==> src/rtl/ntcrack_host_pkg.sv <==
// Shared types and byte codes for the ntcrack host sequencer.
package ntcrack_host_pkg;

   typedef enum logic [3:0] {
      ST_IDLE,
      ST_LD_RX,
      ST_LD_TURN,
      ST_LD_SETUP,
      ST_LD_PULSE,
      ST_SR_WAIT,
      ST_SR_GO,
      ST_SR_RESULT,
      ST_TX_HDR,
      ST_RD_TURN,
      ST_RD_TX,
      ST_RD_GO,
      ST_TX_DONE,
      ST_TX_ACK,
      ST_TX_ERR
   } state_t;

   localparam logic [7:0] CMD_LOAD   = 8'h01;
   localparam logic [7:0] CMD_SEARCH = 8'h02;
   localparam logic [7:0] RSP_MATCH  = 8'h80;
   localparam logic [7:0] RSP_DONE   = 8'h81;
   localparam logic [7:0] RSP_ACK    = 8'hA1;
   localparam logic [7:0] RSP_ERR    = 8'hEE;

   // States in which a response byte is offered to the host.
   function automatic logic is_tx_state(state_t s);
      return (s == ST_TX_HDR) || (s == ST_RD_TX) || (s == ST_TX_DONE) ||
             (s == ST_TX_ACK) || (s == ST_TX_ERR);
   endfunction

endpackage

==> src/rtl/ntcrack_host_sequencer_if.sv <==
// Host byte-stream bundle: one receive channel and one transmit channel.
interface ntcrack_host_sequencer_if;
   // Each channel transfers one byte on a rising clk edge where valid && ready;
   // a raised valid keeps its data stable until that edge, and ready never waits on valid.
   logic [7:0] host_rx_data;
   logic       host_rx_valid;
   logic       host_rx_ready;
   logic [7:0] host_tx_data;
   logic       host_tx_valid;
   logic       host_tx_ready;

   modport master (
      output host_rx_data, host_rx_valid, host_tx_ready,
      input  host_rx_ready, host_tx_data, host_tx_valid
   );

   modport slave (
      input  host_rx_data, host_rx_valid, host_tx_ready,
      output host_rx_ready, host_tx_data, host_tx_valid
   );
endinterface

==> src/rtl/ntcrack_strobe_gen.sv <==
// Fixed-width strobe after a one-cycle start, then one guard cycle flagged by done.
module ntcrack_strobe_gen #(
   parameter int PULSE_CYCLES = 2
) (
   input  logic clk,
   input  logic reset,
   input  logic start,
   output logic strobe,
   output logic done
);

   localparam int CW = $clog2(PULSE_CYCLES + 2);
   localparam logic [CW-1:0] LAST  = CW'(PULSE_CYCLES);
   localparam logic [CW-1:0] GUARD = CW'(PULSE_CYCLES + 1);

   // phase 0 = idle, 1..LAST = strobe high, GUARD = quiet cycle before resuming
   logic [CW-1:0] phase;
   logic [CW-1:0] phase_n;

   always_comb begin
      phase_n = phase;
      if (phase == '0) begin
         if (start) phase_n = CW'(1);
      end else if (phase == GUARD) begin
         phase_n = '0;
      end else begin
         phase_n = phase + CW'(1);
      end
   end

   always_ff @(posedge clk or posedge reset) begin
      if (reset) begin
         phase  <= '0;
         strobe <= 1'b0;
      end else begin
         phase  <= phase_n;
         strobe <= (phase_n != '0) && (phase_n <= LAST);
      end
   end

   assign done = (phase == GUARD);

endmodule

==> src/rtl/ntcrack_host_sequencer.sv <==
// Turns host LOAD/SEARCH commands into paced cracker strobes and streams matches back.
module ntcrack_host_sequencer
   import ntcrack_host_pkg::*;
#(
   parameter int HASH_BYTES   = 16,
   parameter int PW_BYTES     = 21,
   parameter int PULSE_CYCLES = 2
) (
   input  logic                     clk,
   input  logic                     reset,
   ntcrack_host_sequencer_if.slave  host,
   output logic [7:0]               new_hash_byte,
   output logic                     store_hash_byte,
   output logic                     go,
   input  logic                     my_turn,
   input  logic                     match_found,
   input  logic [7:0]               password_byte,
   output logic                     busy,
   output state_t                   dbg_state
);

   localparam int HW  = $clog2(HASH_BYTES + 1);
   localparam int PWW = $clog2(PW_BYTES + 1);

   state_t         state, state_n;
   logic [HW-1:0]  hash_cnt, hash_cnt_n, cnt_inc;
   logic [PWW-1:0] pw_idx, pw_idx_n, idx_inc;
   logic [7:0]     hash_byte, hash_byte_n;
   logic [7:0]     tx_data, tx_data_n;
   logic           rx_ready_q, tx_valid_q;
   logic           rx_fire, tx_fire;
   logic           start_store, start_go;
   logic           store_done, go_done;

   assign rx_fire = host.host_rx_valid && rx_ready_q;
   assign tx_fire = tx_valid_q && host.host_tx_ready;
   assign cnt_inc = hash_cnt + HW'(1);
   assign idx_inc = pw_idx + PWW'(1);

   always_comb begin
      state_n     = state;
      hash_cnt_n  = hash_cnt;
      pw_idx_n    = pw_idx;
      hash_byte_n = hash_byte;
      tx_data_n   = tx_data;
      start_store = 1'b0;
      start_go    = 1'b0;
      unique case (state)
         ST_IDLE: if (rx_fire) begin
            if (host.host_rx_data == CMD_LOAD) begin
               hash_cnt_n = '0;
               state_n    = ST_LD_RX;
            end else if (host.host_rx_data == CMD_SEARCH) begin
               state_n = ST_SR_WAIT;
            end else begin
               tx_data_n = RSP_ERR;
               state_n   = ST_TX_ERR;
            end
         end
         ST_LD_RX: if (rx_fire) begin
            hash_byte_n = host.host_rx_data;
            state_n     = ST_LD_TURN;
         end
         ST_LD_TURN:  if (my_turn) state_n = ST_LD_SETUP;
         // new_hash_byte has been stable since LD_RX; strobe rises the cycle after this one
         ST_LD_SETUP: begin
            start_store = 1'b1;
            state_n     = ST_LD_PULSE;
         end
         ST_LD_PULSE: if (store_done) begin
            hash_cnt_n = cnt_inc;
            if (cnt_inc == HW'(HASH_BYTES)) begin
               tx_data_n = RSP_ACK;
               state_n   = ST_TX_ACK;
            end else begin
               state_n = ST_LD_RX;
            end
         end
         ST_SR_WAIT: if (my_turn) begin
            start_go = 1'b1;
            state_n  = ST_SR_GO;
         end
         ST_SR_GO: if (go_done) state_n = ST_SR_RESULT;
         ST_SR_RESULT: if (my_turn) begin
            if (match_found) begin
               tx_data_n = RSP_MATCH;
               pw_idx_n  = '0;
               state_n   = ST_TX_HDR;
            end else begin
               tx_data_n = RSP_DONE;
               state_n   = ST_TX_DONE;
            end
         end
         ST_TX_HDR: if (tx_fire) state_n = ST_RD_TURN;
         ST_RD_TURN: if (my_turn) begin
            tx_data_n = password_byte;
            state_n   = ST_RD_TX;
         end
         // the cracker only advances once the host has taken the current byte
         ST_RD_TX: if (tx_fire) begin
            start_go = 1'b1;
            state_n  = ST_RD_GO;
         end
         ST_RD_GO: if (go_done) begin
            pw_idx_n = idx_inc;
            state_n  = (idx_inc == PWW'(PW_BYTES)) ? ST_SR_RESULT : ST_RD_TURN;
         end
         ST_TX_DONE, ST_TX_ACK, ST_TX_ERR: if (tx_fire) state_n = ST_IDLE;
         default: state_n = ST_IDLE;
      endcase
   end

   always_ff @(posedge clk or posedge reset) begin
      if (reset) begin
         state      <= ST_IDLE;
         hash_cnt   <= '0;
         pw_idx     <= '0;
         hash_byte  <= '0;
         tx_data    <= '0;
         rx_ready_q <= 1'b0;
         tx_valid_q <= 1'b0;
      end else begin
         state      <= state_n;
         hash_cnt   <= hash_cnt_n;
         pw_idx     <= pw_idx_n;
         hash_byte  <= hash_byte_n;
         tx_data    <= tx_data_n;
         rx_ready_q <= (state_n == ST_IDLE) || (state_n == ST_LD_RX);
         tx_valid_q <= is_tx_state(state_n);
      end
   end

   ntcrack_strobe_gen #(.PULSE_CYCLES(PULSE_CYCLES)) u_store (
      .clk    (clk),
      .reset  (reset),
      .start  (start_store),
      .strobe (store_hash_byte),
      .done   (store_done)
   );

   ntcrack_strobe_gen #(.PULSE_CYCLES(PULSE_CYCLES)) u_go (
      .clk    (clk),
      .reset  (reset),
      .start  (start_go),
      .strobe (go),
      .done   (go_done)
   );

   assign host.host_rx_ready = rx_ready_q;
   assign host.host_tx_valid = tx_valid_q;
   assign host.host_tx_data  = tx_data;
   assign new_hash_byte      = hash_byte;
   assign busy               = (state != ST_IDLE);
   assign dbg_state          = state;

endmodule

==> src/flat_wrapper.sv <==
// flat-port wrapper written by rule: the top's interface ports become plain ports
module ntcrack_host_sequencer_flat import ntcrack_host_pkg::*;
#(
   parameter int HASH_BYTES   = 16,
   parameter int PW_BYTES     = 21,
   parameter int PULSE_CYCLES = 2
)
  (clk, reset, new_hash_byte, store_hash_byte, go, my_turn, match_found, password_byte, busy, dbg_state, host_host_rx_data, host_host_rx_valid, host_host_tx_ready, host_host_rx_ready, host_host_tx_data, host_host_tx_valid);
  ntcrack_host_sequencer_if host_i ();
  input  logic clk;
  input  logic reset;
  output logic [7:0] new_hash_byte;
  output logic store_hash_byte;
  output logic go;
  input  logic my_turn;
  input  logic match_found;
  input  logic [7:0] password_byte;
  output logic busy;
  output state_t dbg_state;
  input wire logic [$bits(host_i.host_rx_data)-1:0] host_host_rx_data;
  input wire logic [$bits(host_i.host_rx_valid)-1:0] host_host_rx_valid;
  input wire logic [$bits(host_i.host_tx_ready)-1:0] host_host_tx_ready;
  output wire logic [$bits(host_i.host_rx_ready)-1:0] host_host_rx_ready;
  output wire logic [$bits(host_i.host_tx_data)-1:0] host_host_tx_data;
  output wire logic [$bits(host_i.host_tx_valid)-1:0] host_host_tx_valid;
  assign host_i.host_rx_data = host_host_rx_data;
  assign host_i.host_rx_valid = host_host_rx_valid;
  assign host_i.host_tx_ready = host_host_tx_ready;
  assign host_host_rx_ready = host_i.host_rx_ready;
  assign host_host_tx_data = host_i.host_tx_data;
  assign host_host_tx_valid = host_i.host_tx_valid;
  ntcrack_host_sequencer #(.HASH_BYTES(HASH_BYTES), .PW_BYTES(PW_BYTES), .PULSE_CYCLES(PULSE_CYCLES)) u_core (.clk(clk), .reset(reset), .host(host_i), .new_hash_byte(new_hash_byte), .store_hash_byte(store_hash_byte), .go(go), .my_turn(my_turn), .match_found(match_found), .password_byte(password_byte), .busy(busy), .dbg_state(dbg_state));
endmodule
==> config.mk <==
export PLATFORM = sky130hd
export DESIGN_NAME = ntcrack_host_sequencer_flat
export DESIGN_NICKNAME = d
export VERILOG_FILES = /design/src/rtl/ntcrack_host_pkg.sv /design/src/rtl/ntcrack_host_sequencer_if.sv /design/src/rtl/ntcrack_strobe_gen.sv /design/src/rtl/ntcrack_host_sequencer.sv /design/src/flat_wrapper.sv
export SDC_FILE = /design/constraint.sdc
export NUM_CORES = 1
export LEC_CHECK = 0
export ABC_AREA = 1
export CAP_MARGIN = 30
export CORE_UTILIZATION = 46
export DETAILED_ROUTE_END_ITERATION = 6
export HOLD_SLACK_MARGIN = 0.08
export PLACE_DENSITY = 0.77
export SETUP_SLACK_MARGIN = 0.05
export SYNTH_ARGS = -nofsm -noshare
export SYNTH_HDL_FRONTEND = slang
export SYNTH_SLANG_ARGS = --single-unit
export TNS_END_PERCENT = 10
==> constraint.sdc <==
create_clock -name clk -period 1.8 [get_ports clk]
set_input_delay 0.27 -clock clk [delete_from_list [all_inputs] [get_ports clk]]
set_output_delay 0.27 -clock clk [all_outputs]
set_load 0.1 [all_outputs]
**Run 1: congestion heat map**

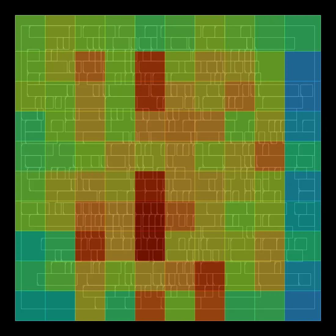
Global Route Usage Sum: 0.226
M2 GR Usage: 0.363
fin util: 0.668
busiest grt layer: met2
met3 GRT Util: 0.0563

**Run 1: met1 routing**

The bar under the picture is 20 um long. Supply wires on this layer in grey.
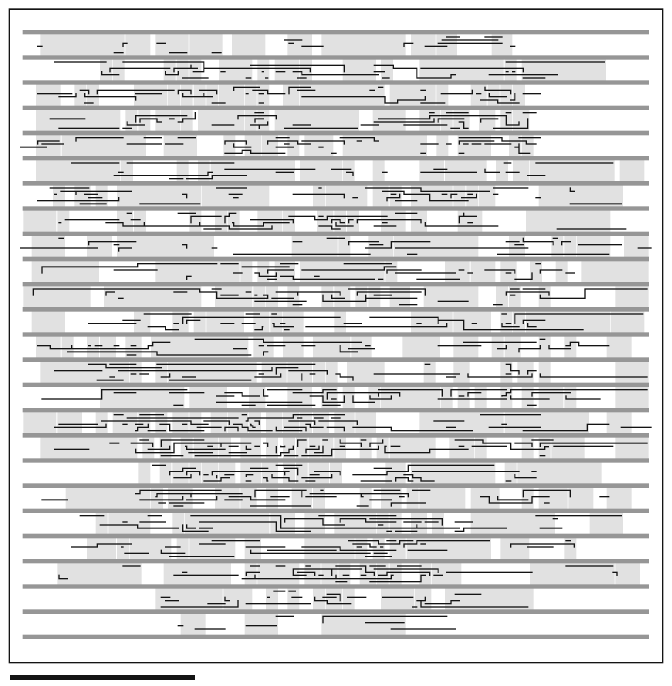
- longest straight run: 19.3 um
- main direction: horizontal
- wire length on this layer: 2280 um
DRT Wirelength: 5060 um
via count: 2059

**Run 1: routed metal, one colour a layer**

Two of the layers only.
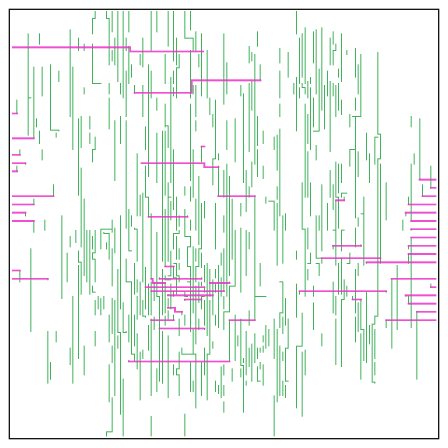
- M2: green (wire length 2460 um)
- M3: magenta (wire length 299 um)
routed length per instance: 12.7 um

==> results.tsv, run 1 <==
metric	value	unit
register area share after synthesis	0.442	
biggest area cells	dfrtp_1, nand2_1, inv_1, nand3_1, ha_1	
Die ar.	4960	um^2
TritonCTS Buffers	5	
Hold Buf Count CTS	0	
clock buffer depth	2	
vias in the first global route	1994	
Req. time, crit path	2.02	ns
max cap viols	0	
RSZ-0062 raised after global routing	true	
IO Port Bufs	46	
Vert. Die Dim	70.4	um
min cycle time layout	1.67	ns
share of cells above drive strength 1	0.233	
slew margin rel.	0.685	
Worst Setup Start Kind	flop	
Clock transition at path regs	0.07	ns
Remaining DRCs	0	
r2r setup slk	0.13	ns
fraction of registers with async set/reset	1.00	
post-synthesis chip area from yosys	2150	um^2
outcome	finished clean	
Slew Limit Fails	0	
tally of OpenROAD warnings	32	
Syn Area/Cell	7.52	um^2
kind of path behind the tightest hold check	in2async	
main flop type after synthesis	dfrtp_1	
CORE AREA	4410	um^2
vias per cell	5.15	
first-pass GRT wire length	8760	um
ys cells	286	
Dominant cell area share	0.442	
clk ins delay skew pair	0.29	ns
DR iter-0 viols	126	
Resized Gates After CTS	0	
CP Class	reg2reg	
Mapped Cells	286	
Post-synth EDFFs	0	
hpwl dp	3910	um
cycle use final	0.927	
setup ws final	0.131	ns
R2R depth	9	
worst slack, placed	-0.0380	ns
floorplan core density	0.488	
CTS tree	built	
Clock Skews	0.00614	ns
worst-path maximum fanout	11	
clk sink count	38	
IO Pins	47	
Hold Vio Cnt, Final	0	
Worst Setup End Kind	flop	
final setup vio count	0	
die x size	70.4	um
ys flops	38	
Mapped Nets	316	
Cell Type Count	33	
gpl congestion	0.898	
antenna violations before repair	0	
CP arrival	1.89	ns
first drt pass iteration count	5	
Synth Cell Area	2150	um^2
ANT nets after route	0	
Max Clk Rate	599	MHz
row count	24	
reg2reg end	u_core.host.host_tx_data[7]$_DFFE_PP0P_	
Area Overhead vs Synth	36.9	%
RR Startpoint	u_core.dbg_state[3]$_DFF_PP0_	
Final nets	377	
diode count	0	
cell type with the largest total area	dfrtp_1	
Top Layout Cells	nand2_1, inv_1, dfrtp_1	
htree depth	2	
# Post-CTS Setup Buffers	0	
Yosys Warn Count	0	
dominant logic cell type in the layout	nand2_1	
Overflow after GRT	0	
Slew @ Worst Pin	0.473	ns
largest net degree at the start of global routing	39	
root buffer cell	clkbuf_8	
Final TNS setup	0	ns
run 1: worst max-delay path: stages (launching register included):
cell and delay, ns:
dfrtp_4 0.55, nor2_2 0.23, nand2_2 0.14, nand2_1 0.11, nand2_1 0.06, o21ai_1 0.15
a21oi_4 0.06, nand2_4 0.15, nand2_1 0.10, o21ai_2 0.06
run 1: area by class of cell:
| type | instances | area, um^2 |
|---|---|---|
| fill | 393 | 1470 |
| multi-input combinational | 206 | 1130 |
| sequential | 38 | 970 |
| timing repair buffer | 56 | 536 |
| inverter | 40 | 155 |
| clock buffer | 7 | 86.3 |
| tap | 52 | 65.1 |
| clock inverter | 1 | 5.00 |
run 1: metal layers:
layer  track usage  wire [um]  vias to the layer above
li1              -          -                     1039
met1         0.295       2280                      942
met4        0.0800         27                        0
met5             0          0                        -
met2         0.363       2460                       74
met3        0.0563        299                        4
run 1: Yosys cell counts (4+ instances only):
cell	instances
nand2_1	93
dfrtp_1	38
inv_1	38
nand3_1	27
nor2_1	24
o21ai_0	11
ha_1	8
nand4_1	6
nand2_2	4
run 1: cell families after synthesis:
group | synth area share
AOI/OAI and AO/OA | 0.0878
muxes | 0.00465
adders and majority gates | 0.0465
and+or+nand+nor | 0.330
buffers and inverters | 0.0767
xor gates and xnor gates | 0.0122
DFF | 0.442
run 1: flip-flops by register name, summed over array words and instances (netlist names):
name,flops
u_core.new_hash_byte,8
u_core.u_store.strobe,1
u_core.hash_cnt,5
u_core.host.host_rx_ready,1
u_core.dbg_state,4
u_core.u_go.strobe,1
u_core.host.host_tx_valid,1
u_core.u_go.phase,2
u_core.u_store.phase,2
u_core.host.host_tx_data,8
u_core.pw_idx,5
run 1: how the worst max path moves through the flow:
| stage | slack [ns] | from | endpoint |
|---|---|---|---|
| floorplan | 0.004 | u_core.dbg_state[3]$_DFF_PP0_ | u_core.host.host_tx_data[0]$_DFFE_PP0P_ |
| global placement | 0.01 | host_host_rx_data[7] | u_core.host.host_tx_data[7]$_DFFE_PP0P_ |
| detailed placement | -0.04 | host_host_rx_data[7] | u_core.host.host_rx_ready$_DFF_PP0_ |
| CTS | 0.05 | u_core.hash_cnt[0]$_DFFE_PP0P_ | u_core.host.host_tx_data[7]$_DFFE_PP0P_ |
| global route | -0.008 | u_core.pw_idx[0]$_DFFE_PP0P_ | u_core.host.host_rx_ready$_DFF_PP0_ |
| finish | 0.13 | u_core.dbg_state[3]$_DFF_PP0_ | u_core.host.host_tx_data[7]$_DFFE_PP0P_ |
run 1: stage by stage:
step | hold slack, ns | instance area, um^2 | cells
global placement | 0.455 | 2830 | 392
CTS | 0.427 | 2920 | 400
finish | 0.403 | 2950 | 400
global route | 0.452 | 2950 | 400
floorplan | 0.380 | 2240 | 286
detailed placement | 0.460 | 2830 | 392
## Run 2: what changed since run 1
CORE_ASPECT_RATIO = 0.8   (was not set)
**Run 2: routed metal, one colour a layer**

Two of the layers only.
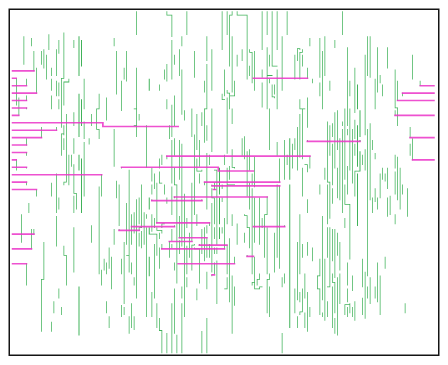
- M3: magenta (wire length 322 um)
- M2: green (wire length 2220 um)

==> results.tsv, run 2 <==
metric	value	unit	change
Req. time, crit path	1.97	ns	was 2.02 ns
tally of OpenROAD warnings	32		unchanged
via count	2078		was 2059
Vert. Die Dim	63.2	um	was 70.4 um
main flop type after synthesis	dfrtp_1		unchanged
RSZ-0062 raised after global routing	true		unchanged
diode count	0		unchanged
post-route insts no fill	413		was 400
max cap viols	0		unchanged
worst-path maximum fanout	11		unchanged
worst slack, placed	-0.0101	ns	was -0.0380 ns
Flop area	968	um^2	was 970 um^2
clk ins delay skew pair	0.29	ns	about the same
Post-synth top cells	nand2_1, dfrtp_1, inv_1		unchanged
cell mode on critical path	nand2_1		unchanged
Post-synth EDFFs	0		unchanged
Area Overhead vs Synth	40.7	%	was 36.9%
WL met2	2220	um	was 2460 um
DRT Wirelength	4950	um	was 5060 um
Mapped Cells	286		unchanged
first-pass GRT wire length	8800	um	was 8760 um
IO Port Bufs	46		unchanged
Clock Skews	0.00585	ns	was 0.00614 ns
hpwl dp	3880	um	was 3910 um
clk sink count	38		unchanged
CP arrival	1.81	ns	was 1.89 ns
Global Route Usage Sum	0.229		was 0.226
IO Pins	47		unchanged
# placed instances	401		was 392
Clock transition at path regs	0.07	ns	about the same
Slew Limit Fails	0		unchanged
antenna violations before repair	0		unchanged
setup ws final	0.158	ns	was 0.131 ns
min cycle time layout	1.64	ns	was 1.67 ns
root buffer cell	clkbuf_8		unchanged
Dominant cell area share	0.442		unchanged
Worst Setup End Kind	flop		unchanged
CP Class	reg2reg		unchanged
vias in the first global route	1984		was 1994
cell type with the largest total area	dfrtp_1		unchanged
slew margin rel.	0.689		was 0.685
Die ar.	4960	um^2	about the same
Final nets	385		was 377
Slew @ Worst Pin	0.467	ns	was 0.473 ns
Overflow after GRT	0		unchanged
cycle use final	0.912		was 0.927
Mapped Nets	316		unchanged
Filler cells	371		was 393
Syn Area/Cell	7.52	um^2	unchanged
largest net degree at the start of global routing	39		unchanged
kind of path behind the tightest hold check	in2async		unchanged
DR iter-0 viols	95		was 126
clock buffer depth	2		unchanged
register area share after synthesis	0.442		unchanged
htree depth	2		unchanged
post-synthesis chip area from yosys	2150	um^2	unchanged
met1 WL	2340	um	was 2280 um
floorplan core density	0.496		was 0.488
cells along the critical path	inv_1, nor2_4, nand2_2, nand2_1, nand2_1, o21ai_1, a21oi_4, nand2_4, nand2_1, o21ai_2		was nor2_2, nand2_2, nand2_1, nand2_1, o21ai_1, a21oi_4, nand2_4, nand2_1, o21ai_2
smallest hold slack	0.402	ns	was 0.403 ns
Worst Setup Start Kind	flop		unchanged
Hold Vio Cnt, Final	0		unchanged
dominant logic cell type in the layout	nand2_1		unchanged
Top Layout Cells	nand2_1, buf_4, inv_1		was nand2_1, inv_1, dfrtp_1
logic area	1150	um^2	was 1130 um^2
Cell Type Count	33		unchanged
CP max stage cell	dfrtp_4		unchanged
Synth Cell Area	2150	um^2	unchanged
share of cells above drive strength 1	0.253		was 0.233
most common cell in the netlist	nand2_1		unchanged
CORE AREA	4340	um^2	was 4410 um^2
final setup vio count	0		unchanged
ys flops	38		unchanged
DR WL met3	321	um	was 299 um
first drt pass iteration count	4		was 5
TritonCTS Buffers	5		unchanged
die x size	78.5	um	was 70.4 um
fraction of registers with async set/reset	1.00		unchanged
Remaining DRCs	0		unchanged
ANT nets after route	0		unchanged
row count	21		was 24
vias per cell	5.03		was 5.15
gpl congestion	0.946		was 0.898
Yosys Warn Count	0		unchanged
biggest area cells	dfrtp_1, nand2_1, inv_1, nand3_1, ha_1		unchanged
ys cells	286		unchanged
top sig layer	met4		unchanged
CTS tree	built		unchanged
outcome	finished clean		unchanged
Max Clk Rate	609	MHz	was 599 MHz
peak per-stage delay on the critical path	0.55	ns	about the same
**Run 2: congestion heat map**

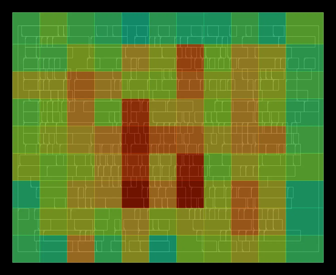
met1 usage: 0.318
fin util: 0.698
routed length per instance: 12.0 um

==> run 2: critical path: cells and delay by family, from the launching register on <==
| family | cells | cell delay (ns) |
|---|---|---|
| DFF | 1 | 0.55 |
| and+or+nand+nor | 6 | 0.54 |
| AOI/OAI and AO/OA | 3 | 0.30 |
| buffers and inverters | 1 | 0.12 |
==> run 2: final timing paths <==
| check | start | end | slack (ns) | cells after the start |
|---|---|---|---|---|
| min in group clk | u_core.host.host_tx_data[3]$_DFFE_PP0P_ | u_core.host.host_tx_data[3]$_DFFE_PP0P_ | 0.48 | 2 |
| min reg2reg | u_core.host.host_tx_data[3]$_DFFE_PP0P_ | u_core.host.host_tx_data[3]$_DFFE_PP0P_ | 0.48 | 2 |
| max reg2reg | u_core.dbg_state[2]$_DFF_PP0_ | u_core.host.host_tx_data[0]$_DFFE_PP0P_ | 0.16 | 10 |
| max in group asynchronous | reset | u_core.dbg_state[3]$_DFF_PP0_ | 1.03 | 3 |
| max | u_core.dbg_state[2]$_DFF_PP0_ | u_core.host.host_tx_data[0]$_DFFE_PP0P_ | 0.16 | 10 |
| min | reset | u_core.new_hash_byte[3]$_DFFE_PP0P_ | 0.40 | 3 |
==> run 2: final cells by class <==
cell class | count | area share
multi-input cells | 206 | 0.379
well taps | 57 | 0.0236
clock inverters | 1 | 0.00165
repair buffers | 64 | 0.197
clock buffers | 7 | 0.0285
flip-flops and latches | 38 | 0.320
inverters | 40 | 0.0512
==> run 2: routing by layer <==
layer | vias to the layer above | track usage
met5 | - | 0
met1 | 953 | 0.318
li1 | 1058 | -
met2 | 59 | 0.353
met3 | 8 | 0.0522
met4 | 0 | 0.0764
==> run 2: cells by family after synthesis <==
kind of cell / Yosys count / synth area share
AOI/OAI and AO/OA: 30 / 0.0878
buffers and inverters: 42 / 0.0767
and+or+nand+nor: 164 / 0.330
muxes: 1 / 0.00465
adders and majority gates: 8 / 0.0465
xor gates and xnor gates: 3 / 0.0122
DFF: 38 / 0.442
==> run 2: what timing repair did <==
item                                    in CTS  in global routing
buffers inserted                             0                  4
gates resized                                0                 10
endpoints found under the setup margin       0                 10
hold buffers                                 0                  0
==> run 2: per-stage QoR <==
step	TNS (ns)	cell area, um^2
finish	0	3030
global route	0	3030
CTS	0	2950
detailed placement	-0.0238	2860
global placement	0	2860
floorplan	0	2240
